Run 1, supply network:
The bar under the picture is 20 microns long. Pins as bars on the die edge. Tap cells in grey.
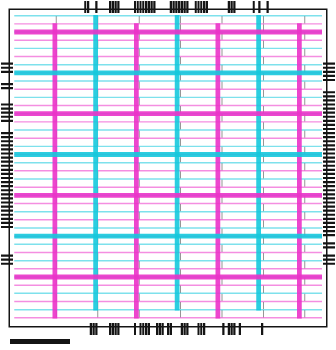
Run 1, cell classes on the final placement:
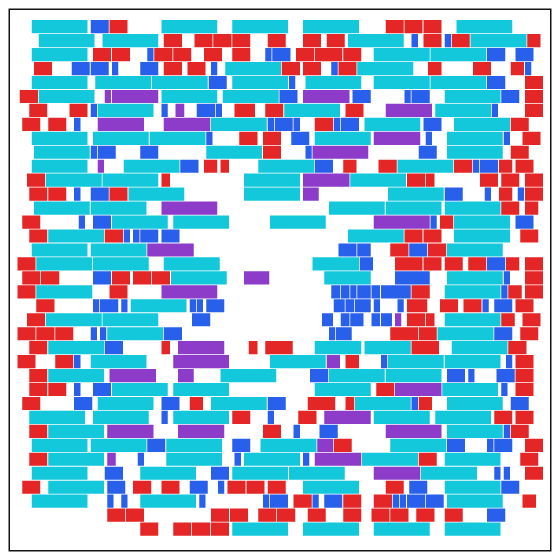
Run 1, clock distribution:
The bar under the picture is 20 microns long.
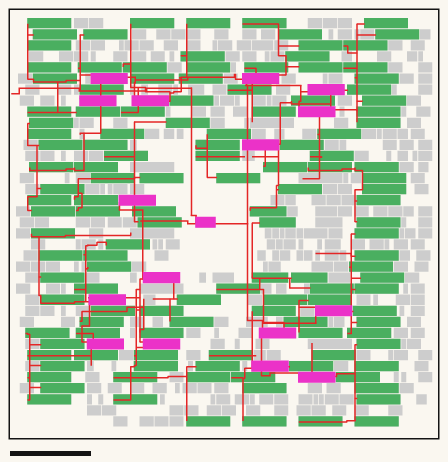
Run 1, wiring by layer:
The bar under the picture is 20 microns long. Only two layers are drawn.
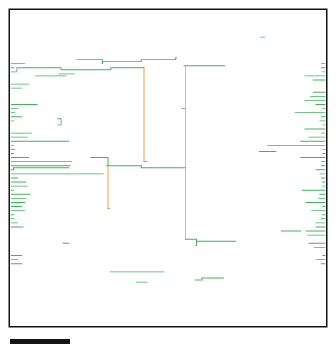
[src/rtl/riscv_pkg.sv]
// Shared RISC-V encoding constants for the fetch/decode boundary: NOP encoding,
// register-address field positions and the opcodes that cause a redirect.
package riscv_pkg;

    localparam logic [31:0] INST_NOP   = 32'h0000_0013;
    localparam int          RS1_LSB    = 15;
    localparam int          RS2_LSB    = 20;
    localparam int          REG_ADDR_W = 5;

    localparam logic [6:0] OPC_JAL    = 7'b1101111;
    localparam logic [6:0] OPC_JALR   = 7'b1100111;
    localparam logic [6:0] OPC_BRANCH = 7'b1100011;

    // True for control-transfer instructions that can trigger a queue flush.
    function automatic logic is_redirect(input logic [31:0] inst);
        return (inst[6:0] == OPC_JAL) || (inst[6:0] == OPC_JALR) ||
               (inst[6:0] == OPC_BRANCH);
    endfunction

endpackage

[src/rtl/fd_queue_mem.sv]
// Storage array for the fetch/decode queue: one synchronous write port and
// one combinational read port. Contents are not reset.
module fd_queue_mem #(
    parameter int DEPTH = 2,
    parameter int WIDTH = 64,
    localparam int AW   = $clog2(DEPTH)
) (
    input  logic             clk,
    input  logic             i_we,
    input  logic [AW-1:0]    i_waddr,
    input  logic [WIDTH-1:0] i_wdata,
    input  logic [AW-1:0]    i_raddr,
    output logic [WIDTH-1:0] o_rdata
);

    logic [WIDTH-1:0] r_mem [DEPTH];

    always_ff @(posedge clk) begin
        if (i_we) r_mem[i_waddr] <= i_wdata;
    end

    assign o_rdata = r_mem[i_raddr];

endmodule

[src/rtl/fetch_decode_queue.sv]
// DEPTH-entry valid/ready queue between fetch and decode, presenting a NOP
// bubble when empty. Optional counters enabled by FD_QUEUE_STATS_EN.
module fetch_decode_queue
    import riscv_pkg::*;
#(
    parameter int XLEN  = 32,
    parameter int ILEN  = 32,
    parameter int DEPTH = 2
) (
    input  logic                  clk,
    input  logic                  rst_n,
    input  logic                  f_valid,
    output logic                  f_ready,
    input  logic [XLEN-1:0]       f_pc,
    input  logic [ILEN-1:0]       f_inst,
    input  logic                  flush,
    output logic                  d_valid,
    input  logic                  d_ready,
    output logic [XLEN-1:0]       d_pc,
    output logic [ILEN-1:0]       d_inst,
    output logic [REG_ADDR_W-1:0] d_rs1,
    output logic [REG_ADDR_W-1:0] d_rs2
`ifdef FD_QUEUE_STATS_EN
    ,
    output logic [31:0]           stall_cycles,
    output logic [31:0]           empty_cycles,
    output logic [31:0]           flush_count
`endif
);

    localparam int AW = $clog2(DEPTH);
    localparam int CW = AW + 1;

    logic [AW-1:0]        r_wr_ptr;
    logic [AW-1:0]        r_rd_ptr;
    logic [CW-1:0]        r_count;
    logic                 w_push;
    logic                 w_pop;
    logic [XLEN+ILEN-1:0] w_rdata;

    // Ready depends only on the registered count, so a pop cannot free a slot
    // for a push in the same cycle.
    assign f_ready = (r_count != CW'(DEPTH));
    assign d_valid = (r_count != '0);
    assign w_push  = f_valid && f_ready && !flush;
    assign w_pop   = d_valid && d_ready && !flush;

    always_ff @(posedge clk or negedge rst_n) begin
        if (!rst_n) begin
            r_wr_ptr <= '0;
            r_rd_ptr <= '0;
            r_count  <= '0;
        end else if (flush) begin
            r_wr_ptr <= '0;
            r_rd_ptr <= '0;
            r_count  <= '0;
        end else begin
            if (w_push) r_wr_ptr <= r_wr_ptr + AW'(1);
            if (w_pop)  r_rd_ptr <= r_rd_ptr + AW'(1);
            if (w_push && !w_pop)      r_count <= r_count + CW'(1);
            else if (w_pop && !w_push) r_count <= r_count - CW'(1);
        end
    end

    fd_queue_mem #(
        .DEPTH (DEPTH),
        .WIDTH (XLEN + ILEN)
    ) u_mem (
        .clk     (clk),
        .i_we    (w_push),
        .i_waddr (r_wr_ptr),
        .i_wdata ({f_pc, f_inst}),
        .i_raddr (r_rd_ptr),
        .o_rdata (w_rdata)
    );

    assign d_pc   = d_valid ? w_rdata[XLEN+ILEN-1:ILEN] : '0;
    assign d_inst = d_valid ? w_rdata[ILEN-1:0] : ILEN'(INST_NOP);
    assign d_rs1  = d_inst[RS1_LSB +: REG_ADDR_W];
    assign d_rs2  = d_inst[RS2_LSB +: REG_ADDR_W];

`ifdef FD_QUEUE_STATS_EN
    logic [31:0] r_stall_cycles;
    logic [31:0] r_empty_cycles;
    logic [31:0] r_flush_count;

    // All counters saturate rather than wrap.
    always_ff @(posedge clk or negedge rst_n) begin
        if (!rst_n) begin
            r_stall_cycles <= '0;
            r_empty_cycles <= '0;
            r_flush_count  <= '0;
        end else begin
            if (d_valid && !d_ready && (r_stall_cycles != '1))
                r_stall_cycles <= r_stall_cycles + 32'd1;
            if (!d_valid && (r_empty_cycles != '1))
                r_empty_cycles <= r_empty_cycles + 32'd1;
            if (flush && (r_flush_count != '1))
                r_flush_count <= r_flush_count + 32'd1;
        end
    end

    assign stall_cycles = r_stall_cycles;
    assign empty_cycles = r_empty_cycles;
    assign flush_count  = r_flush_count;
`endif

endmodule

[config.mk]
export PLATFORM = sky130hd
export DESIGN_NAME = fetch_decode_queue
export DESIGN_NICKNAME = d
export VERILOG_FILES = /design/src/rtl/riscv_pkg.sv /design/src/rtl/fd_queue_mem.sv /design/src/rtl/fetch_decode_queue.sv
export SDC_FILE = /design/constraint.sdc
export NUM_CORES = 1
export LEC_CHECK = 0
export CAP_MARGIN = 15
export CORE_UTILIZATION = 48
export CTS_CLUSTER_DIAMETER = 50
export DETAILED_ROUTE_END_ITERATION = 8
export GPL_TIMING_DRIVEN = 0
export PLACE_DENSITY = 0.8
export SLEW_MARGIN = 20
export SYNTH_ARGS = -nofsm -noshare
export SYNTH_HDL_FRONTEND = slang
export SYNTH_SLANG_ARGS = --single-unit
[constraint.sdc]
create_clock -name clk -period 7 [get_ports clk]
set_clock_uncertainty 0.15 [all_clocks]
set_input_delay 2.1 -clock clk [delete_from_list [all_inputs] [get_ports clk]]
set_output_delay 2.1 -clock clk [all_outputs]
set_load 0.03 [all_outputs]
==> flow_metrics.tcl, run 1 <==
# metrics dict for downstream scripts
set metrics [dict create \
    outcome "finished, final reports clean" \
    setup_viol 0 \
    lay_top_count "clkdlybuf4s50_1" \
    buffers 175 \
    switchingPower_uw 485 \
    path_clk_slew_ns 0.06 \
    cts.sinks 132 \
    grt_setup_unrepaired "no" \
    min-delay-path-class "reg -> reg" \
    p_sw_share_pct 22.3 \
    max-vdd-ir-drop_v 0.000172 \
    grt-ovfl-total 0 \
    sequential_cell_area_sq_um 3940 \
    yosysTopAreaCell "edfxtp_1" \
    whs_ns 0.473 \
    critPathRequiredTime_ns 4.75 \
    comb_share_pct 13.7 \
    antenna_found_initial 0 \
    h-tree-depth 4 \
    ys_seq_share_pct 77.1 \
    io_buffers 144 \
    start_kind "flop" \
    dp_slack_ns 2.35 \
    nets 546 \
    grt_max_degree 17 \
    cts_buffer_depth 2 \
    slowest_stage "clkdlybuf4s50_1" \
    wl_met2_microns 5180 \
    comb_area_sq_um 1030 \
    warnings 26 \
    worst_path_largest_cell_delay_ns 0.58 \
    detailedRoute.firstPassIterationCount 4 \
]
Notes on 'supply network' above:
net	colour
VDD	cyan
VSS	magenta
met5 straps	7
rows	37
signal pins	145
Die Ht: 105 microns
die width: 105 microns
total core area: 10300 sq um

Notes on 'cell classes on the final placement' above:
class	colour	cells	share of their area
clock drivers and dummy loads	purple	32	8.8%
other buffers and delay cells	red	175	23%
all other logic	blue	151	14%
flops	cyan	132	54%
Seq/total area: 52.5%
Util after Layout: 72.8%

Notes on 'clock distribution' above:
[clock wires] red | length: 1400 microns
[flip-flops] green | count: 132
[cells driving clock nets] magenta | count: 17
routed clock nets	18
flops lie	widely spread
Clk pwr share: 44.0%
Clk. pwr: 956 uW
Late-Pin Clk Latency: 0.50 ns

Notes on 'wiring by layer' above:
layer	colour	wire length
met4	orange	103 microns
met3	green	591 microns
routed wire length per instance: 15.9 microns
via count: 3060
final WL: 9940 microns
Total GRT Usage: 18.7%

## run 1: cells by family (layout without fill, tap and decap cells)
logic type                Yosys count  in the layout  share of synthesized area (%)
and+or+nand+nor                    74             74                           5.92
xor gates and xnor gates            1              1                          0.171
buffers and inverters              26            210                           3.25
muxes                              65             65                           12.7
DFF                               132            132                           77.1
AOI/OAI and AO/OA                   8              8                          0.880
## run 1: how the worst min path moves through the flow
stage / slack, ns / endpoint / startpoint
global route: 0.52 / r_wr_ptr / r_wr_ptr
global placement: 0.41 / r_wr_ptr / r_wr_ptr
finish: 0.47 / r_wr_ptr / r_wr_ptr
detailed placement: 0.48 / r_wr_ptr / r_wr_ptr
CTS: 0.48 / r_wr_ptr / r_wr_ptr
floorplan: 0.39 / r_wr_ptr / r_wr_ptr
==> run 2: changes to the inputs <==
- clock period: 7 -> 4.9 ns (I/O delays scaled with it)
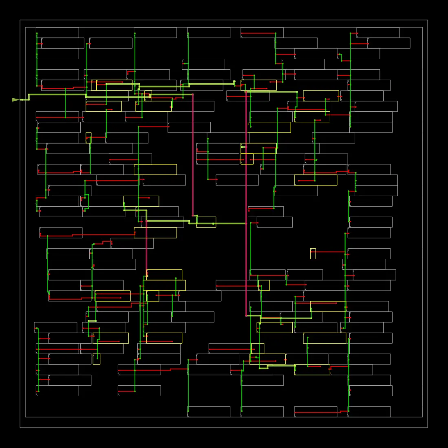
Run 2: clock wiring as the flow saved it
Clk. pwr: 1370 uW
Clock Buffer Count: 17

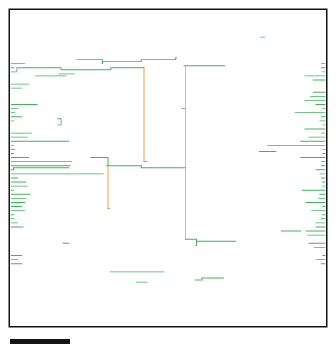
Run 2: wiring by layer
The bar under the picture is 20 microns long. Only two layers are drawn.
layer	colour	wire length
met3	green	591 microns
met4	orange	103 microns

==> run 2 against run 1 <==
Combinational power increased by 43%. Worst hold slack is the same. Final area is the same. First-iteration DRC count did not move. Core utilization unchanged. Global-route usage did not move. Critical path type unchanged. Critical endpoint unchanged. Largest power group unchanged.
==> flow_metrics.tcl, run 2 <==
# metrics dict for downstream scripts
set metrics [dict create \
    outcome "finished, final reports clean" \
    route.vias.total 3060 \
    setup_viol 0 \
    hold_end "r_wr_ptr" \
    cts.sinks 132 \
    sequential_cell_area_sq_um 3940 \
    path_clk_slew_ns 0.06 \
    grtUsageTotal_pct 18.7 \
    critPathRequiredTime_ns 3.28 \
    dp_slack_ns 0.885 \
    top_logic_kind "multiplexers" \
    slowest_stage "clkdlybuf4s50_1" \
    grt-ovfl-total 0 \
    hold_path.startpoint "r_wr_ptr" \
    start_kind "flop" \
    dieHeight_microns 105 \
    h-tree-depth 4 \
    synthSimpleGateAreaFrac_pct 5.92 \
    warnings 26 \
    comb_area_sq_um 1030 \
    min-delay-path-class "reg -> reg" \
    lay_top_count "clkdlybuf4s50_1" \
    yosys.area_share.adder_pct 0 \
    core_area_sq_um 10300 \
    wl_per_cell_microns 15.9 \
    wl_microns 9940 \
    worst_path_largest_cell_delay_ns 0.58 \
]
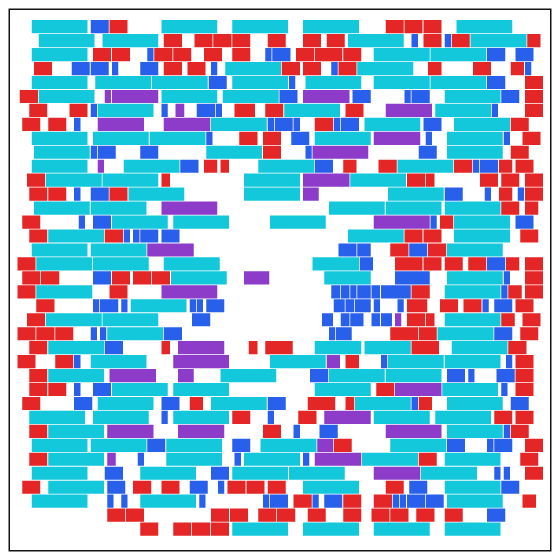
Run 2: cell classes on the final placement
class	colour	cells	share of their area
flops	cyan	132	54%
other buffers and delay cells	red	175	23%
all other logic	blue	151	14%
clock drivers and dummy loads	purple	32	8.8%
row count: 37
Design Area, Final: 7510 sq um

run 2: cell counts in the layout (fill, tap and decap cells not counted):
Identical to the previous run, type by type.
run 2: area by class of cell:
cell class	count	share of cell area [%]
inverters	3	0.150
clock buffers	17	5.51
repair buffers	152	20.7
plain buffers	23	2.06
clock inverters	15	3.13
flip-flops and latches	132	52.5
well taps	136	2.26
multi-input cells	148	13.7
run 2: worst max-delay path, delay by kind of cell (launching register included):
family	cells	cell delay (ns)
buffers and inverters	3	1.02
AND/OR/NAND/NOR	2	0.49
flip-flops	1	0.45
run 2: report_power, final:
| part | switching, uW | leakage [uW] | internal (uW) |
|---|---|---|---|
| clock | 443 | 0.000315 | 924 |
| combinational | 238 | 0.00105 | 201 |
| sequential | 11.9 | 0.00123 | 1290 |
| total | 693 | 0.00259 | 2410 |
Run 2, supply network:
The bar under the picture is 20 microns long. Pins as bars on the die edge. Tap cells in grey.
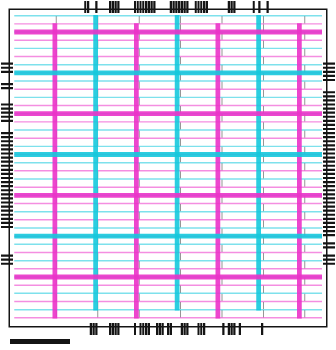

==> run 3: changes to the inputs <==
- clock period: 4.9 -> 3.8 ns (I/O delays scaled with it)
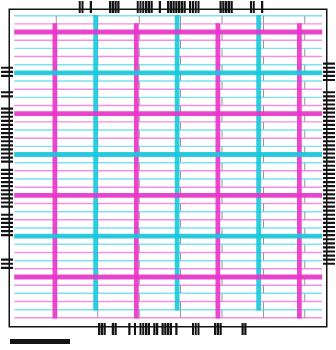
Run 3: supply network
The bar under the picture is 20 microns long. Pins as bars on the die edge. Tap cells in grey.
net	colour
VDD	cyan
VSS	magenta
rows	37
tap cells	136
met1 rails	38
Worst VDD drop: 0.000272 V

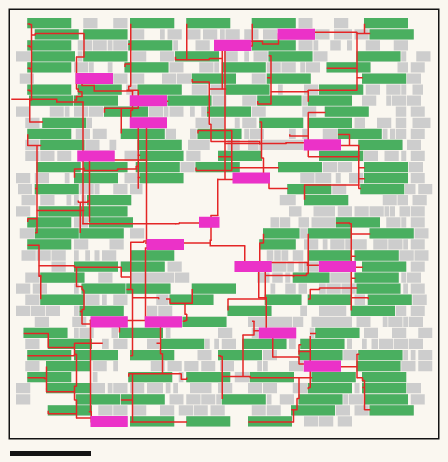
Run 3: clock distribution
The bar under the picture is 20 microns long.
[cells driving clock nets] magenta | count: 17
[flip-flops] green | count: 132
[clock wires] red | length: 1450 microns
routed clock nets	18
flops lie	widely spread
Clk. pwr: 1570 uW
Late-Pin Clk Latency: 0.51 ns
Clk pwr share: 41.2%

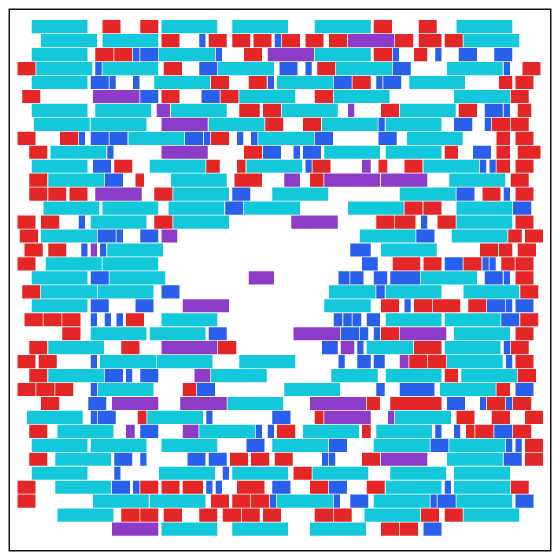
Run 3: cell classes on the final placement
class	colour	cells	share of their area
all other logic	blue	151	14%
clock drivers and dummy loads	purple	32	7.9%
flops	cyan	132	54%
other buffers and delay cells	red	176	24%
Seq/total area: 52.7%
Util after Layout: 72.4%
Design Area, Final: 7480 sq um

==> run 3 against run 2 <==
Critical endpoint is now d_rs2[1]. Core utilization down 0.34 points. Non-clock buffer count up 1. Global-route usage up 0.40 points. Via count up 1.3%. Worst hold slack better by 0.051 ns. Wire length up 0.26%. Final area down 0.47%. Die size unchanged. Highest routed layer unchanged. Critical path depth up 1.
==> flow_metrics.tcl, run 3 <==
# metrics dict for downstream scripts
set metrics [dict create \
    wl_microns 9970 \
    comb-power_uw 568 \
    core_area_sq_um 10300 \
    worstSetupPathDepth 6 \
    h-tree-depth 4 \
    cts_buffer_depth 2 \
    grt-ovfl-total 0 \
    nets 547 \
    setup_viol 0 \
    whs_ns 0.525 \
    aoi_share_pct 0.880 \
    hold_end "r_wr_ptr" \
    xor_share_pct 0.171 \
    path_delay_family "buffers and inverters" \
    p_sw_share_pct 23.6 \
    switchingPower_uw 899 \
    top_power_group "sequential cells" \
    detailedRoute.firstPassIterationCount 4 \
    synthSimpleGateAreaFrac_pct 5.92 \
    route.vias.total 3099 \
    lay_top_count "clkdlybuf4s50_1" \
    placementRows 37 \
    dp_slack_ns 0.219 \
    grt_max_degree 17 \
    min-delay-path-class "reg -> reg" \
    antenna_found_initial 0 \
    dieHeight_microns 105 \
    yosys.area_share.adder_pct 0 \
    top_logic_kind "multiplexers" \
    mux_area_share_pct 12.7 \
    hold_path.startpoint "r_wr_ptr" \
    outcome "finished, final reports clean" \
    path_clk_slew_ns 0.05 \
    grtUsageTotal_pct 19.1 \
    seq_power_share_pct 43.9 \
    slowest_stage "clkdlybuf4s50_1" \
    warnings 26 \
    worst_path_largest_cell_delay_ns 0.65 \
    path_buffers 4 \
    io_buffers 144 \
    grt_setup_unrepaired "no" \
]
-- run 3: cells by family after synthesis --
family | count (synthesis)
muxes | 65
DFF | 132
and+or+nand+nor | 74
buffers and inverters | 26
xor gates and xnor gates | 1
AOI/OAI and AO/OA | 8
-- run 3: area by class of cell --
cell class / instances / area (sq um) / share of cell area [%]
multi-input combinational: 148 / 1030 / 13.8
clock inverter: 14 / 163 / 2.18
buffer: 23 / 155 / 2.07
inverter: 3 / 11.3 / 0.151
sequential: 132 / 3940 / 52.7
timing repair buffer: 153 / 1580 / 21.2
clock buffer: 18 / 418 / 5.59
tap: 136 / 170 / 2.28
-- run 3: routing by layer --
metal	global-route usage, %	routed length, microns	vias up
li1	-	-	1479
met1	22.1	4050	1479
met2	32.0	5130	125
met3	6.12	616	16
met4	9.66	164	0
met5	0	0	-
Power figures rest on the tool's default switching activity, not on a simulated workload.
